## src/rtl/mem_arbiter.sv

```systemverilog
// Shares one single-ported RAM between instruction fetch and data access.
// Data wins ties; fetch is forced ahead after STARVE_MAX data completions.
module mem_arbiter #(
   parameter int WORD_W     = 32,
   parameter int STARVE_MAX = 4
) (
   input  logic              CLK,
   input  logic              nRST,
   input  logic              iREN,
   input  logic [WORD_W-1:0] iaddr,
   output logic [WORD_W-1:0] iload,
   output logic              iwait,
   input  logic              dREN,
   input  logic              dWEN,
   input  logic [WORD_W-1:0] daddr,
   input  logic [WORD_W-1:0] dstore,
   output logic [WORD_W-1:0] dload,
   output logic              dwait,
   output logic              ramREN,
   output logic              ramWEN,
   output logic [WORD_W-1:0] ramaddr,
   output logic [WORD_W-1:0] ramstore,
   input  logic [WORD_W-1:0] ramload,
   input  logic [1:0]        ramstate,
   output logic              err
);

   localparam int         CNT_W      = $clog2(STARVE_MAX + 1);
   localparam logic [1:0] RAM_ACCESS = 2'd2;
   localparam logic [1:0] RAM_ERROR  = 2'd3;

   typedef enum logic [1:0] {IDLE, IGNT, DGNT} arbState_e;

   arbState_e        r_state;
   logic [CNT_W-1:0] r_starve;
   logic             r_entry;

   logic w_ramDone;
   logic w_iActive;
   logic w_dActive;
   logic w_complete;
   logic w_starved;

   // A grant whose requester has withdrawn never completes, even if the RAM reports done.
   assign w_ramDone  = (ramstate == RAM_ACCESS) || (ramstate == RAM_ERROR);
   assign w_iActive  = (r_state == IGNT) && iREN;
   assign w_dActive  = (r_state == DGNT) && (dREN || dWEN);
   assign w_complete = (w_iActive || w_dActive) && w_ramDone;
   assign w_starved  = iREN && (r_starve == CNT_W'(STARVE_MAX));

   always_ff @(posedge CLK or negedge nRST) begin
      if (!nRST) begin
         r_state  <= IDLE;
         r_starve <= '0;
         r_entry  <= 1'b0;
      end else begin
         r_entry <= 1'b0;
         case (r_state)
            IDLE: begin
               if (!iREN)
                  r_starve <= '0;
               if (w_starved) begin
                  r_state <= IGNT;
                  r_entry <= 1'b1;
               end else if (dREN || dWEN) begin
                  r_state <= DGNT;
                  r_entry <= 1'b1;
               end else if (iREN) begin
                  r_state <= IGNT;
                  r_entry <= 1'b1;
               end
            end
            IGNT: begin
               if (!w_iActive)
                  r_state <= IDLE;
               else if (w_complete) begin
                  r_state  <= IDLE;
                  r_starve <= '0;
               end
            end
            DGNT: begin
               if (!w_dActive)
                  r_state <= IDLE;
               else if (w_complete) begin
                  r_state <= IDLE;
                  if (iREN && (r_starve != CNT_W'(STARVE_MAX)))
                     r_starve <= r_starve + CNT_W'(1);
               end
            end
            default: r_state <= IDLE;
         endcase
      end
   end

   // RAM side is driven straight from the granted requester's live inputs.
   always_comb begin
      ramREN   = 1'b0;
      ramWEN   = 1'b0;
      ramaddr  = '0;
      ramstore = '0;
      iload    = '0;
      dload    = '0;
      iwait    = 1'b1;
      dwait    = 1'b1;
      err      = 1'b0;
      case (r_state)
         IGNT: begin
            ramREN  = iREN;
            ramaddr = iaddr;
            if (w_complete) begin
               iwait = 1'b0;
               iload = ramload;
               err   = (ramstate == RAM_ERROR);
            end
         end
         DGNT: begin
            ramREN   = dREN && !dWEN;
            ramWEN   = dWEN;
            ramaddr  = daddr;
            ramstore = dstore;
            err      = r_entry && dREN && dWEN;
            if (w_complete) begin
               dwait = 1'b0;
               dload = ramload;
               if (ramstate == RAM_ERROR)
                  err = 1'b1;
            end
         end
         default: ;
      endcase
   end

endmodule
```

## config.mk

```make
export PLATFORM = sky130hd
export DESIGN_NAME = mem_arbiter
export DESIGN_NICKNAME = d
export VERILOG_FILES = /design/src/rtl/mem_arbiter.sv
export SDC_FILE = /design/constraint.sdc
export NUM_CORES = 1
export LEC_CHECK = 0
export CAP_MARGIN = 20
export CORE_AREA = 2 2 105 107
export CTS_BUF_LIST = sky130_fd_sc_hd__clkbuf_4
export DETAILED_ROUTE_END_ITERATION = 16
export DIE_AREA = 0 0 107 109
export PLACE_DENSITY = 0.7
export SETUP_SLACK_MARGIN = 0.02
export SYNTH_ARGS = -nofsm -noshare
export SYNTH_HDL_FRONTEND = slang
export SYNTH_SLANG_ARGS = --single-unit
```

## constraint.sdc

```tcl
create_clock -name CLK -period 4.38 [get_ports CLK]
set_input_delay 0.876 -clock CLK [delete_from_list [all_inputs] [get_ports CLK]]
set_output_delay 0.876 -clock CLK [all_outputs]
set_load 0.05 [all_outputs]
```

gate_families.png
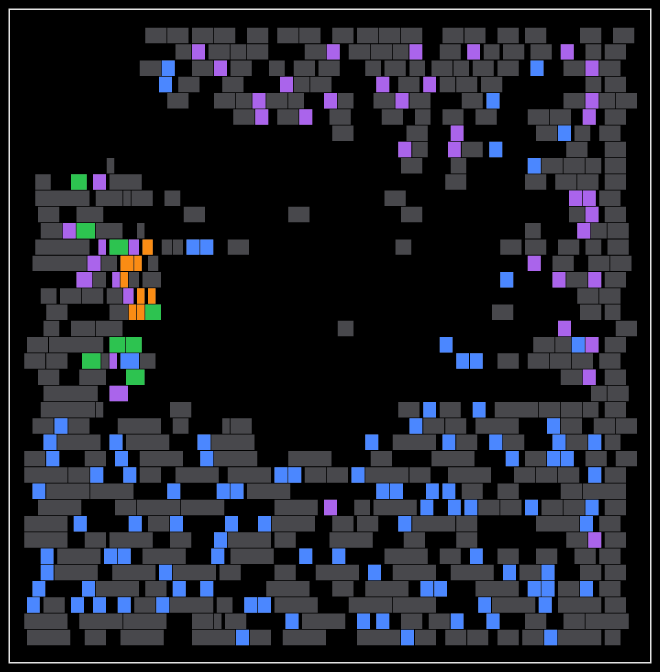
colour	family	cells
blue	AND and OR gates	99
green	AND-OR and OR-AND gates	8
purple	NOR gates	42
orange	NAND gates	8

final_congestion.png
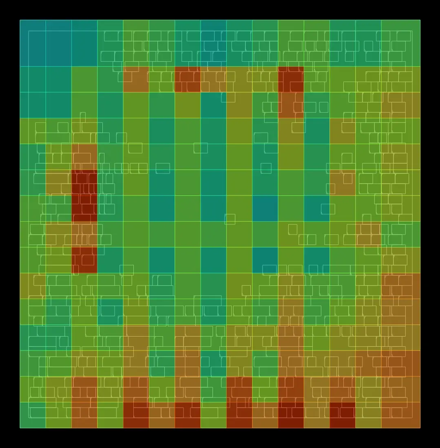
gr usage total: 16.6%
met3 track demand over resource: 2.99%
GRT busiest layer: met2
drt wl/cell: 16.7 um
Layout Utilization: 48.0%

clock_map.png
Bar = 20 um.
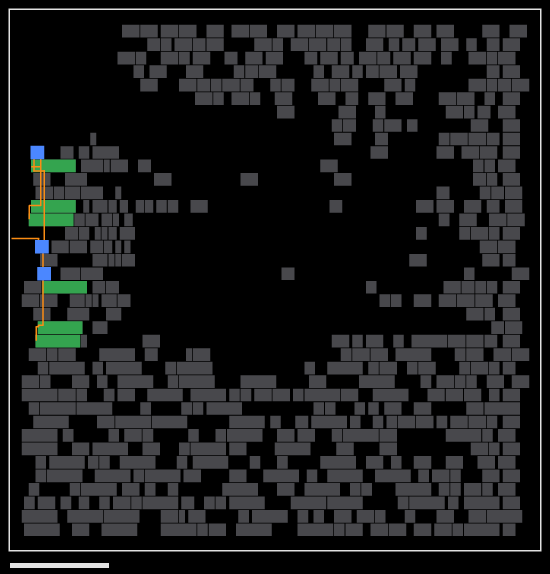
[green] flip-flops | count: 6
[orange] clock wires | length: 64.2 um
[blue] cells driving clock nets | count: 3
routed clock nets	4
flops lie	left middle

cell_classes.png
Bar = 20 um.
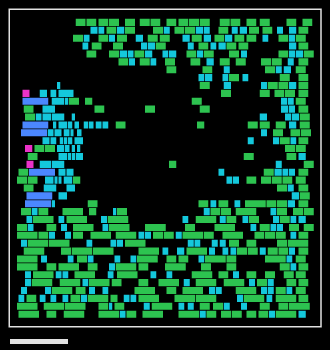
colour	class	cells	share of their area
magenta	cells driving clock nets	3	0.46%
cyan	all other logic	212	28%
blue	flip-flops	6	3.1%
green	other buffers and delay cells	272	68%

registers.png
Bar = 20 um. Other sequential cells in the stronger grey, the rest of the logic in the fainter grey.
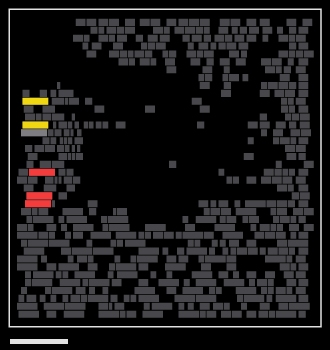
colour	signal	placed flops
yellow	`r_state`	2
red	`r_starve`	3
not coloured	1

==> out/metrics.yaml <==
yosys:
  compound_area_share_pct: 22.1
  common_cells: "and2_1, nor2b_1, a22oi_1"
  synthAdderAreaFrac_pct: 4.60
  ys_sh_mux_pct: 0.691
  ys.flops: 6
  yosysWarnings: 0
  synth-xor-area-share_pct: 0
  syn_area_per_cell_um2: 6.82
  synth.comb.largest_family: "simple AND/OR/NAND/NOR gates"
  most_common_cell: "and2_1"
  ys_seq_share_pct: 9.21
  netlist.area_leader.share_pct: 37.6
  yosys.area.top_type: "and2_1"
  synthCells: 239
  syn_nets: 380
cells_and_area:
  syn_to_final_growth_pct: 212
  diodes: 0
  nNetsFinal: 636
  lay_top_count: "clkdlybuf4s50_1"
run_status:
  outcome: "complete, no violations"
die:
  die_x_um: 107
  pin_count: 268
  core_area_um2: 10600
  rows: 38
  initCoreUtil_pct: 15.4
  dieArea_um2: 11700
clock_network:
  clkSlewWorstSetupHoldPaths_ns: 0.04
  clk_latency_ns: 0.24
  cts_htree_levels: 1
  cts_buffers: 3
  clockBufferDepth: 2
  cts_tree: "done"
  cts_resized: 0
critical_path:
  cpLargestDelayFamily: "buffers and inverters"
  crit_buf_inv: 3
  crit_end: "ramaddr[18]"
  worstSetupPathType: "flop to primary output"
  r2r_setup_slack_ns: 2.38
  crit_path_max_fanout: 50
  worstSetupPathDepth: 6
  max_stage_delay_ns: 0.82
  critPathCaptureType: "primary output"
final_timing:
  period_used_pct: 85.1
  setup_viol: 0
  worstMarginPinSlew_ns: 0.594
  rsz0062_at_grt: "false"
  fin_crit_ns: 3.73
  drv_slew: 0
  setup_tns_ns: 0
  skew_ns: 0.00117
  fmax_mhz: 268
pwr:
  power_per_cell_area_nw_per_um2: 441
  leakage_nw: 1.96
grt:
  grt_max_degree: 51
  antenna_found_initial: 0
detailed_routing:
  vias: 2660
  drc: 0
  totalWireLength_um: 10600
  drt_iter0_drc: 162
  postRouteAntennaNets: 0
  viasPerCell: 4.20
run:
  warnings: 30
worst_hold_path:
  min_path_type: "flop to flop"
==> routing by layer <==
metal / track usage, % / share of wire [%]
met5: 0 / 0
met4: 2.50 / 0.93
met3: 2.99 / 6.6
met2: 32.2 / 55
met1: 19.3 / 38
==> cell families after synthesis <==
kind of cell             after synthesis
AND/OR/NAND/NOR                      149
flip-flops                             6
multiplexers                           1
AND-OR/OR-AND                         49
buffers and inverters                 28
adder cells (fa/ha/maj)                6
==> worst register-to-register path: cells and delay by family, from the launching register on <==
| family | cells | cell delay [ns] |
|---|---|---|
| fa+ha+maj | 1 | 0.46 |
| compound gates | 4 | 0.92 |
| buf+inv | 1 | 0.09 |
| flops | 1 | 0.40 |
==> power by group <==
part / leakage (nW) / switching [W] / total (W) / internal, W
sequential: 0.0786 / 0.0000126 / 0.0000850 / 0.0000725
clock: 0.0138 / 0.0000172 / 0.0000480 / 0.0000308
combinational: 1.87 / 0.00129 / 0.00211 / 0.000820
==> final cells by class <==
class | count | area [um2] | share of cell area [%]
well taps | 140 | 175 | 3.44
flip-flops and latches | 6 | 150 | 2.95
repair buffers | 272 | 3350 | 65.8
inverters | 7 | 26.3 | 0.516
multi-input cells | 205 | 1370 | 26.8
clock buffers | 3 | 22.5 | 0.443
==> stage by stage <==
stage | utilization [%] | std cells | hold WS [ns] | total power, W | worst slack (ns)
after global routing | 48.0 | 633 | 0.572 | 0.00235 | 0.495
final | 48.0 | 633 | 0.546 | 0.00224 | 0.652
after CTS | 48.0 | 633 | 0.544 | 0.00227 | 0.639
after detailed placement | 47.8 | 630 | 0.531 | 0.00221 | 0.700
after floorplan | - | 239 | 0.500 | 0.00139 | 1.61
after global placement | 47.8 | 630 | 0.521 | 0.00219 | 0.730
==> state kept, by name, indices dropped and copies added, names as in the netlist <==
signal / cells
r_entry: 1
r_state: 2
r_starve: 3
No activity file was given, so power comes from the tool's default toggle rates.
